### M4 wires, run 1

Supply wires on this layer in gray.
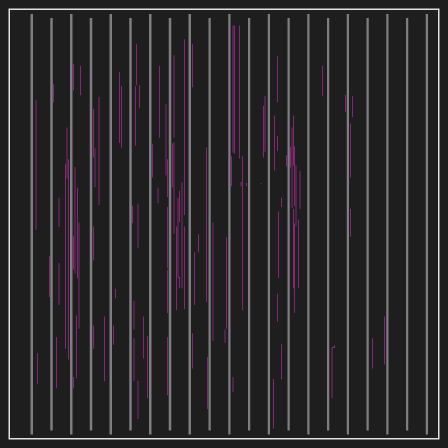
### The clock network, run 1

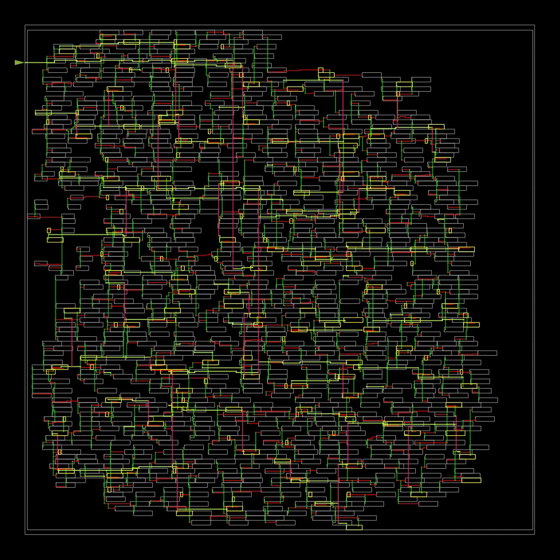
### M1 wires, run 1

Supply wires on this layer in gray.
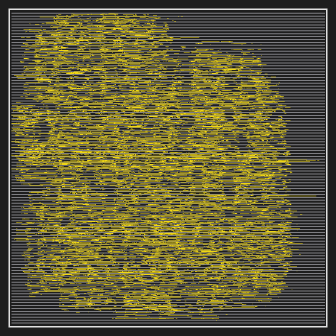
### Signal wires by layer, run 1

Two of the layers only.
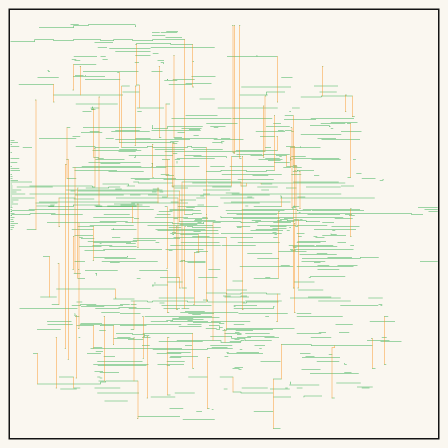
==> src/rtl/lut_writer.sv <==
// Purpose: write side and storage of the decode LUT (4 types x 32 slots x DW bits), with a bulk-clear sweep.
// Latency: one write commits per clock and wr_done/wr_err pulse the cycle after; rd_data is combinational.
// Backpressure: wr_ready is low during the 128-cycle clear sweep and while clr_req is asserted in IDLE.
//
// Ports:
//   clk, reset         clock and synchronous active-high reset
//   wr_valid/wr_ready  programming handshake; wr_type/wr_imm/wr_data carry the entry and value
//   wr_done/wr_err     one-cycle status pulse for the previous accepted write (committed / dropped)
//   clr_req            level request for a full-table clear, sampled in IDLE
//   busy               clear sweep in progress
//   wr_count           committed writes since the last clear, saturating at 255
//   rd_type/rd_imm     decode-side lookup address; rd_data is the table value (0 if busy or type invalid)
module lut_writer #(
  parameter int DW     = 8,
  parameter int IMM_W  = 5,
  parameter int NTYPES = 4
) (
  input  logic             clk,
  input  logic             reset,
  input  logic             wr_valid,
  output logic             wr_ready,
  input  logic [2:0]       wr_type,
  input  logic [IMM_W-1:0] wr_imm,
  input  logic [DW-1:0]    wr_data,
  output logic             wr_done,
  output logic             wr_err,
  input  logic             clr_req,
  output logic             busy,
  output logic [7:0]       wr_count,
  input  logic [2:0]       rd_type,
  input  logic [IMM_W-1:0] rd_imm,
  output logic [DW-1:0]    rd_data
);

  // Entry address is {type[1:0], imm}; only the low two type bits index storage,
  // the type-range check keeps codes 4..7 from aliasing onto 0..3.
  localparam int TYPE_W = 2;
  localparam int AW     = TYPE_W + IMM_W;
  localparam int NENT   = 1 << AW;

  localparam logic [2:0]    NTYPES_C = 3'(NTYPES);
  localparam logic [AW-1:0] LAST_ENT = '1;

  typedef enum logic {
    CLEAR,
    IDLE
  } state_t;

  state_t          state;
  logic [AW-1:0]   clr_ptr;
  logic [DW-1:0]   mem [NENT];

  logic            wr_fire;
  logic            wr_type_ok;
  logic [AW-1:0]   wr_addr;
  logic [AW-1:0]   rd_addr;

  assign busy       = (state == CLEAR);
  assign wr_ready   = (state == IDLE) && !clr_req;
  assign wr_fire    = wr_valid && wr_ready;
  assign wr_type_ok = (wr_type < NTYPES_C);
  assign wr_addr    = {wr_type[TYPE_W-1:0], wr_imm};
  assign rd_addr    = {rd_type[TYPE_W-1:0], rd_imm};

  // Storage is not touched by reset: the sweep that reset starts zeroes every
  // entry, and reset also suppresses any write presented on the same edge.
  always_ff @(posedge clk) begin
    if (reset) begin
      state    <= CLEAR;
      clr_ptr  <= '0;
      wr_done  <= 1'b0;
      wr_err   <= 1'b0;
      wr_count <= '0;
    end else begin
      wr_done <= 1'b0;
      wr_err  <= 1'b0;
      case (state)
        CLEAR: begin
          mem[clr_ptr] <= '0;
          clr_ptr      <= clr_ptr + 1'b1;
          if (clr_ptr == LAST_ENT) begin
            state <= IDLE;
          end
        end
        IDLE: begin
          if (clr_req) begin
            state    <= CLEAR;
            clr_ptr  <= '0;
            wr_count <= '0;
          end else if (wr_fire) begin
            if (wr_type_ok) begin
              mem[wr_addr] <= wr_data;
              wr_done      <= 1'b1;
              if (wr_count != 8'hFF) begin
                wr_count <= wr_count + 8'd1;
              end
            end else begin
              wr_err <= 1'b1;
            end
          end
        end
        default: state <= CLEAR;
      endcase
    end
  end

  // Decode reads the registered array directly, so a same-cycle write to the
  // addressed entry becomes visible only from the following cycle.
  always_comb begin
    rd_data = '0;
    if (!busy && (rd_type < NTYPES_C)) begin
      rd_data = mem[rd_addr];
    end
  end

endmodule

==> config.mk <==
export PLATFORM = sky130hd
export DESIGN_NAME = lut_writer
export DESIGN_NICKNAME = d
export VERILOG_FILES = /design/src/rtl/lut_writer.sv
export SDC_FILE = /design/constraint.sdc
export NUM_CORES = 1
export LEC_CHECK = 0
export ABC_AREA = 1
export CAP_MARGIN = 20
export CORE_MARGIN = 1
export CORE_UTILIZATION = 50
export CTS_BUF_LIST = sky130_fd_sc_hd__clkbuf_8 sky130_fd_sc_hd__clkbuf_16
export DETAILED_ROUTE_END_ITERATION = 8
export PLACE_DENSITY = 0.71
export SETUP_SLACK_MARGIN = 0.15
export SLEW_MARGIN = 20
export SYNTH_ARGS = -nofsm -noshare
export SYNTH_HDL_FRONTEND = slang
export SYNTH_SLANG_ARGS = --single-unit
==> constraint.sdc <==
create_clock -name clk -period 5.4 [get_ports clk]
set_input_delay 0.81 -clock clk [delete_from_list [all_inputs] [get_ports clk]]
set_output_delay 0.81 -clock clk [all_outputs]
set_load 0.02 [all_outputs]
==> impl_metrics.csv, run 1 <==
group,metric,value,unit
timing,worst_slew_pin_slew,1072,ps
synthesis,yosys.stat.seqShare,0.7296,
clocking,cts_resized,0,
setup_path,endpoint_kind,"primary output",
synthesis,dominantRegCellSynth,"edfxtp_1",
setup_path,crit_family,"buffers and inverters",
timing,rsz0062_at_grt,"false",
timing,setup_viol,0,
drt,wl,108500,um
cells_and_area,drive_gt1_frac,0.07583,
drt,avgViaCountPerCell,5.786,
setup_path,worst_ep_required_time,4590,ps
timing,max_slew_margin,0.2834,
global_routing,grt_pass1_vias,27360,
pwr,swShare,0.2186,
drt,drtIter0Drc,3418,
synthesis,yosys_warnings,0,
timing,min_period,4767,ps
drt,detail_route.wl_per_cell,21.94,um
timing,timing.fmax,209.8,MHz
drt,first_pass_iters,6,
pwr,seq_power_share,0.533,
floorplan,rows,106,
synthesis,edf_count,1024,
clocking,cts_setup_buffers,0,
clocking,cts_tree,"done",
setup_path,critPathKind,"primary input to primary output",
timing,finalClockPeriodUsage,0.8828,
synthesis,ys_cells,3713,
cells_and_area,layout.cells.most_common,"nand2_1",
run,openroad.warnings,38,
floorplan,ioPinCount,48,
drt,ant_nets,0,
cells_and_area,area_growth,12.70,%
floorplan,die_w,294.0,um
placed_design,dp_hpwl,61670,um
global_routing,grt_pass1_wl,164400,um
clocking,h-tree-depth,3,
clocking,cts_buffers,103,
clocking,clkTransAtPathRegs,50,ps
setup_path,cp-startpoint,"rd_imm[0]",
placed_design,placedInstanceArea,44770,sq um
pwr,power_frac_clock,0.420,
floorplan,fp-utilization,0.5071,
cells_and_area,logic_area,10450,sq um
setup_path,worstPathCellList,"buf_8 -> inv_8 -> buf_12 -> buf_12 -> nand2_1 -> nand3_1 -> nand3_1 -> nand3_1 -> nand2_1 -> nand2_1 -> nand3_1 -> nand2_1 -> nor2_1 -> nor2_1 -> clkdlybuf4s50_1",
timing,fin_setup_tns,0,ps
setup_path,critPathMaxStageDelay,690,ps
cells_and_area,diodes,0,
min_path,worstHoldStart,"wr_count[1]",
cells_and_area,nets,3757,
clocking,cts_root_buffer,"clkbuf_16",
run,maxCapViolCount,0,
pwr,comb_power_share,0.047,
setup_path,arrival,3960,ps
floorplan,die_h,294.0,um
synthesis,synthArstFlopShare,0,
pwr,intPower,12850,uW
synthesis,syn-num-nets,3743,
clocking,cts.path.max_buffers,3,
placed_design,gp_congestion,0.8380,
clocking,clk_latency,670,ps
global_routing,overflow,0,
timing,timing.final.max_slew_violations,0,
setup_path,crit_buf_inv,5,
pwr,p_leak,0.01826,uW
min_path,hp-class,"register to register",
pwr,power_density,342.2,nW/um^2
setup_path,critPathMaxFanout,63,
synthesis,synth.cell_area,42640,sq um
synthesis,ys_ff,1042,
global_routing,grtUsageTotal,0.2518,
synthesis,syn_area_per_cell,11.48,sq um
pwr,peakVddDrop,0.2270,mV
cells_and_area,layout_top_cells,"nand2_1 (1,215), edfxtp_1 (1,024), nand3_1 (948), nor2_1 (156), clkbuf_16 (103)",
drt,drc,0,
pwr,p_sw,3596,uW
synthesis,syn_inst,3713,
setup_path,r2r_start,"state",
placed_design,port_buffers,47,
floorplan,die_area,86450,sq um
setup_path,cp-start-kind,"primary input",
drt,vias,28610,
global_routing,grt_antenna_before_repair,1,
cells_and_area,fin_area,48060,sq um
clocking,hold_buffers,0,
cells_and_area,flop_area,31110,sq um
floorplan,core_area,84090,sq um
timing,finalHoldViolCount,0,
outcome,status,"finished clean",
synthesis,synth_cell_types,36,
synthesis,yosys-stat-area,42640,sq um
cells_and_area,nFillCells,6779,
global_routing,grt_max_degree,129,
setup_path,critPathSlowestCell,"clkdlybuf4s50_1",
Notes on 'M4 wires' above:
The wires run mostly vertical. 55 nets have wire on it. The layer holds 3.6% of the routed length. The layer carries 3,910 um of wire. The longest straight run is 137 um.

Notes on 'The clock network' above:
Setup Skew: 19.58 ps
num sequential: 1,042
CTS sink count: 1,042

Notes on 'M1 wires' above:
The layer carries 43.5 mm of wire. 3,486 nets have wire on it. The wires run mostly horizontal.

Notes on 'Signal wires by layer' above:
Key: metal 3 = green [wire length 10,600 um]; metal 4 = orange [wire length 3,910 um]

==> run 1: worst register-to-register path: cells and delay by family, from the launching register on <==
| family | cells | cell delay, ps |
|---|---|---|
| AND/OR/NAND/NOR | 6 | 2180 |
| buffers and inverters | 1 | 140 |
| flip-flops | 1 | 490 |
| AND-OR/OR-AND | 1 | 360 |
==> run 1: power groups by stage <==
stage / clock network [uW] / registers, uW / logic (uW)
2_1_floorplan: 0 / 8930 / 471
3_3_place_gp: 0 / 8930 / 753
3_5_place_dp: 0 / 8930 / 760
4_1_cts: 6980 / 8760 / 763
5_1_grt: 7290 / 8760 / 828
6_report: 6910 / 8760 / 773
==> run 1: cell usage after synthesis, types with 2 or more instances <==
master,number,area (sq um)
inv_1,37,138.9
nor2_2,3,18.77
xor2_1,2,17.52
buf_4,2,15.01
ha_1,2,25.02
buf_2,38,190.2
o21ai_0,5,25.02
nand2_2,9,56.30
a21oi_1,13,65.06
edfxtp_1,1024,30750
nor3_4,2,32.53
nand3_1,948,4745
nand4_1,6,37.54
clkbuf_1,141,529.3
nor3_1,6,30.03
o21ai_4,2,32.53
o21ai_2,2,17.52
inv_2,5,18.77
buf_6,4,45.04
inv_4,2,12.51
dfxtp_1,18,360.4
buf_1,51,191.4
nor2_1,164,615.6
nand2_1,1215,4561
==> run 1: through the flow <==
stage | power (uW) | hold slack, ps | utilization | setup WS [ps] | cells
after floorplan | 9402 | 451.8 | - | 87.34 | 3713
after global placement | 9685 | 469.0 | 0.5324 | 737.5 | 4756
after detailed placement | 9692 | 489.4 | 0.5324 | 711.7 | 4756
after CTS | 16500 | 504.8 | 0.5715 | 662.5 | 4945
after global routing | 16880 | 534.7 | 0.5715 | 485.5 | 4945
final | 16450 | 508.3 | 0.5715 | 632.9 | 4945
==> run 1: cell families after synthesis <==
kind of cell    count (synthesis)  synth area share
compound gates                 28          0.004314
xor+xnor                        2         0.0004109
fa+ha+maj                       2         0.0005868
buf+inv                       281           0.02685
flops                        1042            0.7296
mux                             1         0.0005281
simple gates                 2357            0.2377
==> run 1: sequential cells by signal, summed over array words and instances (netlist names) <==
name	cells
mem	1024
wr_count	8
state	1
clr_ptr	7
wr_err	1
wr_done	1
==> run 1: cell type report <==
type,instances,share of cell area
Multi-Input combinational cell,2390,0.2174
Inverter,45,0.004010
Clock inverter,81,0.01338
Tap cell,1134,0.02953
Timing Repair Buffer,145,0.03330
Clock buffer,108,0.05507
Sequential cell,1042,0.6474
==> run 1: final timing paths <==
check,endpoint,slack [ps],cells past startpoint
worst max register to register,mem[27][1],1860,8
worst min-delay path,wr_count[1],510,2
worst min register to register,wr_count[1],510,2
worst max-delay path,rd_data[3],630,15
==> run 1: metal layers <==
layer | vias to the layer above | part of all wire | wire length, um | global-route usage
met5 | - | 0.000092 | 10 | 0
met4 | 2 | 0.036 | 3910 | 0.09909
met3 | 228 | 0.097 | 10560 | 0.04562
met2 | 1397 | 0.47 | 50570 | 0.3931
met1 | 13910 | 0.40 | 43450 | 0.3516
li1 | 13080 | - | - | -
### Layout detail, run 1

Bar = 10 um. Region (132, 132) to (162, 162) um. Cells in gray, sequential cells in the stronger gray; small squares are vias.
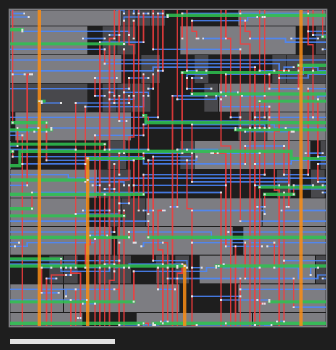

==> run 1 -> run 2 <==
--- a/config.mk
+++ b/config.mk
@@ -7,11 +7,13 @@
 export LEC_CHECK = 0
 export ABC_AREA = 1
 export CAP_MARGIN = 20
+export CELL_PAD_IN_SITES_DETAIL_PLACEMENT = 2
+export CELL_PAD_IN_SITES_GLOBAL_PLACEMENT = 2
 export CORE_MARGIN = 1
-export CORE_UTILIZATION = 50
+export CORE_UTILIZATION = 39
 export CTS_BUF_LIST = sky130_fd_sc_hd__clkbuf_8 sky130_fd_sc_hd__clkbuf_16
 export DETAILED_ROUTE_END_ITERATION = 8
-export PLACE_DENSITY = 0.71
+export PLACE_DENSITY = 0.78
 export SETUP_SLACK_MARGIN = 0.15
 export SLEW_MARGIN = 20
 export SYNTH_ARGS = -nofsm -noshare
### Layout detail, run 2

Bar = 10 um. Region (151, 151) to (181, 181) um. Cells in gray, sequential cells in the stronger gray; small squares are vias.
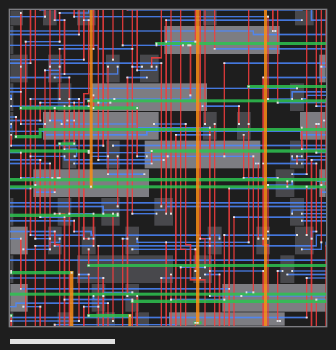
Key: metal 4 = orange; metal 3 = green; metal 2 = red; metal 1 = blue
Most frequent: nand2_1 (19), nand3_1 (8), edfxtp_1 (6). Netlist names of flops here include mem (6). 37 logic cells have their middle in the window. Sequential cells in the window: 6.

==> impl_metrics.csv, run 2 <==
group,metric,value,unit
floorplan,core_area,107700,sq um
drt,ant_nets,0,
setup_path,critPathMaxFanout,48,
timing,finalClockPeriodUsage,0.9043,
global_routing,grt_pass1_wl,224100,um
timing,setup_viol,0,
global_routing,grtUsageTotal,0.2719,
floorplan,die_area,110700,sq um
synthesis,yosys_warnings,0,
synthesis,yosys.stat.seqShare,0.7296,
timing,rsz0062_at_grt,"false",
floorplan,fp-utilization,0.3961,
floorplan,die_h,332.7,um
drt,detail_route.wl_per_cell,28.66,um
synthesis,syn-num-nets,3743,
cells_and_area,layout.cells.most_common,"nand2_1",
run,openroad.warnings,46,
setup_path,critPathSlowestCell,"clkdlybuf4s50_1",
timing,worst_slew_pin_slew,1207,ps
clocking,cts.path.max_buffers,3,
pwr,intPower,13580,uW
setup_path,cp-start-kind,"primary input",
pwr,seq_power_share,0.498,
floorplan,rows,120,
clocking,cts_buffers,112,
placed_design,gp_congestion,0.7965,
floorplan,die_w,332.7,um
clocking,hold_buffers,0,
placed_design,dp_slack,671.9,ps
pwr,power_density,359.1,nW/um^2
synthesis,synthArstFlopShare,0,
setup_path,crit_top_cell,"nand3_1",
timing,fin_skew,18.01,ps
pwr,peakVddDrop,0.2681,mV
clocking,cts_root_buffer,"clkbuf_16",
setup_path,crit_buf_inv,4,
global_routing,overflow,0,
drt,vias,30340,
cells_and_area,reg_top3,"mem (1024), wr_count (8), clr_ptr (7)",
placed_design,port_buffers,47,
cells_and_area,largest_register,"mem",
timing,min_period,4883,ps
clocking,cts_resized,0,
global_routing,grt_max_degree,129,
synthesis,synth_cell_types,36,
clocking,clkTransAtPathRegs,60,ps
clocking,h-tree-depth,3,
setup_path,worstPathCellList,"buf_8 -> inv_8 -> buf_4 -> nand2_1 -> nand3_1 -> nand3_1 -> nand3_1 -> nand2_1 -> nand2_1 -> nand3_1 -> nand3_1 -> nand2_1 -> nor2_1 -> clkdlybuf4s50_1",
clocking,cts_setup_buffers,0,
pwr,p_leak,0.01859,uW
pwr,power_frac_clock,0.454,
synthesis,syn_area_per_cell,11.48,sq um
cells_and_area,fin_area,49000,sq um
synthesis,yosysMostFrequentCell,"nand2_1",
pwr,p_sw,4020,uW
setup_path,critPathKind,"primary input to primary output",
synthesis,dominantRegCellSynth,"edfxtp_1",
cells_and_area,largest_reg_flops,1024,
synthesis,top_cell_area_share,0.7211,
synthesis,netlist_top_cells_count,"nand2_1 (1,215), edfxtp_1 (1,024), nand3_1 (948)",
synthesis,edf_count,1024,
pwr,comb_power_share,0.049,
synthesis,largest_area_cell,"edfxtp_1",
cells_and_area,drive_gt1_frac,0.08801,
cells_and_area,layout_top_cells,"nand2_1 (1,215), edfxtp_1 (1,024), nand3_1 (948), nor2_1 (156), clkbuf_16 (116)",
min_path,hp-class,"register to register",
drt,first_pass_iters,5,
placed_design,dp_hpwl,88210,um
timing,max_slew_margin,0.1920,
clocking,clk_latency,720,ps
drt,avgViaCountPerCell,5.773,
setup_path,critPathMaxStageDelay,710,ps
synthesis,ys_ff,1042,
cells_and_area,nets,3790,
setup_path,arrival,4070,ps
pwr,swShare,0.2284,
timing,fin_ws,516.9,ps
setup_path,crit_family,"buffers and inverters",
global_routing,grt_pass1_vias,33810,
clocking,cts_tree,"done",
synthesis,yosys-stat-area,42640,sq um
synthesis,syn_inst,3713,
timing,finalHoldViolCount,0,
global_routing,grt_antenna_before_repair,1,
floorplan,ioPinCount,48,
outcome,status,"finished clean",
synthesis,topCellsByArea,"edfxtp_1 (72%), nand3_1 (11%), nand2_1 (11%), nor2_1 (1.4%), clkbuf_1 (1.2%)",
run,maxCapViolCount,0,
setup_path,endpoint_kind,"primary output",
drt,wl,150700,um
synthesis,synth.cell_area,42640,sq um
drt,drtIter0Drc,2381,
synthesis,ys_cells,3713,
cells_and_area,post-route-util,0.4551,
cells_and_area,area_growth,14.91,%
setup_path,worst_ep_required_time,4590,ps
drt,drc,0,
placed_design,placedInstanceArea,45250,sq um
timing,timing.final.max_slew_violations,0,
clocking,clock-sinks,1042,
timing,timing.fmax,204.8,MHz
timing,fin_setup_tns,0,ps
[run 2: power by group through the flow]
stage / sequential (uW) / clock (uW) / combinational (uW)
detailed placement: 8930 / 0 / 833
CTS: 8760 / 8070 / 854
global placement: 8930 / 0 / 807
floorplan: 8930 / 0 / 471
global route: 8760 / 8340 / 903
finish: 8760 / 7980 / 856
[run 2: area by class of cell]
class / count / area (sq um)
clock buffer: 120 / 2958
multi-input combinational: 2390 / 10450
inverter: 45 / 191.4
sequential: 1042 / 31110
tap: 1403 / 1755
timing repair buffer: 169 / 1749
antenna: 1 / 2.502
clock inverter: 86 / 784.5
fill: 10720 / 58660
[run 2: final timing paths]
path	slack (ps)	endpoint	start	cells past startpoint
worst max-delay path	520	rd_data[1]	rd_imm[0]	14
worst min-delay path	500	clr_ptr[5]	clr_ptr[4]	1
worst max register to register	1690	mem[24][4]	state	8
worst min register to register	500	clr_ptr[5]	clr_ptr[4]	1
[run 2: cells by family (layout without fill, tap and decap cells)]
| family | count (synthesis) | count (layout) | synth area share |
|---|---|---|---|
| xor gates and xnor gates | 2 | 2 | 0.0004109 |
| AOI/OAI and AO/OA | 28 | 28 | 0.004314 |
| DFF | 1042 | 1042 | 0.7296 |
| muxes | 1 | 1 | 0.0005281 |
| adders and majority gates | 2 | 2 | 0.0005868 |
| buffers and inverters | 281 | 420 | 0.02685 |
| and+or+nand+nor | 2357 | 2357 | 0.2377 |
| other | 0 | 1 | 0 |
[run 2: layer usage]
| metal | track usage | vias up | share of wire |
|---|---|---|---|
| li1 | - | 13150 | - |
| met3 | 0.03865 | 281 | 0.058 |
| met4 | 0.09801 | 2 | 0.033 |
| met2 | 0.4778 | 1052 | 0.51 |
| met5 | 0 | - | 0.000086 |
| met1 | 0.3401 | 15860 | 0.40 |
[run 2: stage by stage]
step	cells	power, uW	hold slack, ps
3_5_place_dp	5049	9767	479.1
5_1_grt	5255	18000	521.9
2_1_floorplan	3713	9402	451.8
4_1_cts	5255	17690	498.0
3_3_place_gp	5049	9739	472.0
6_report	5256	17600	495.3
Power is estimated from default activity; no workload was simulated.
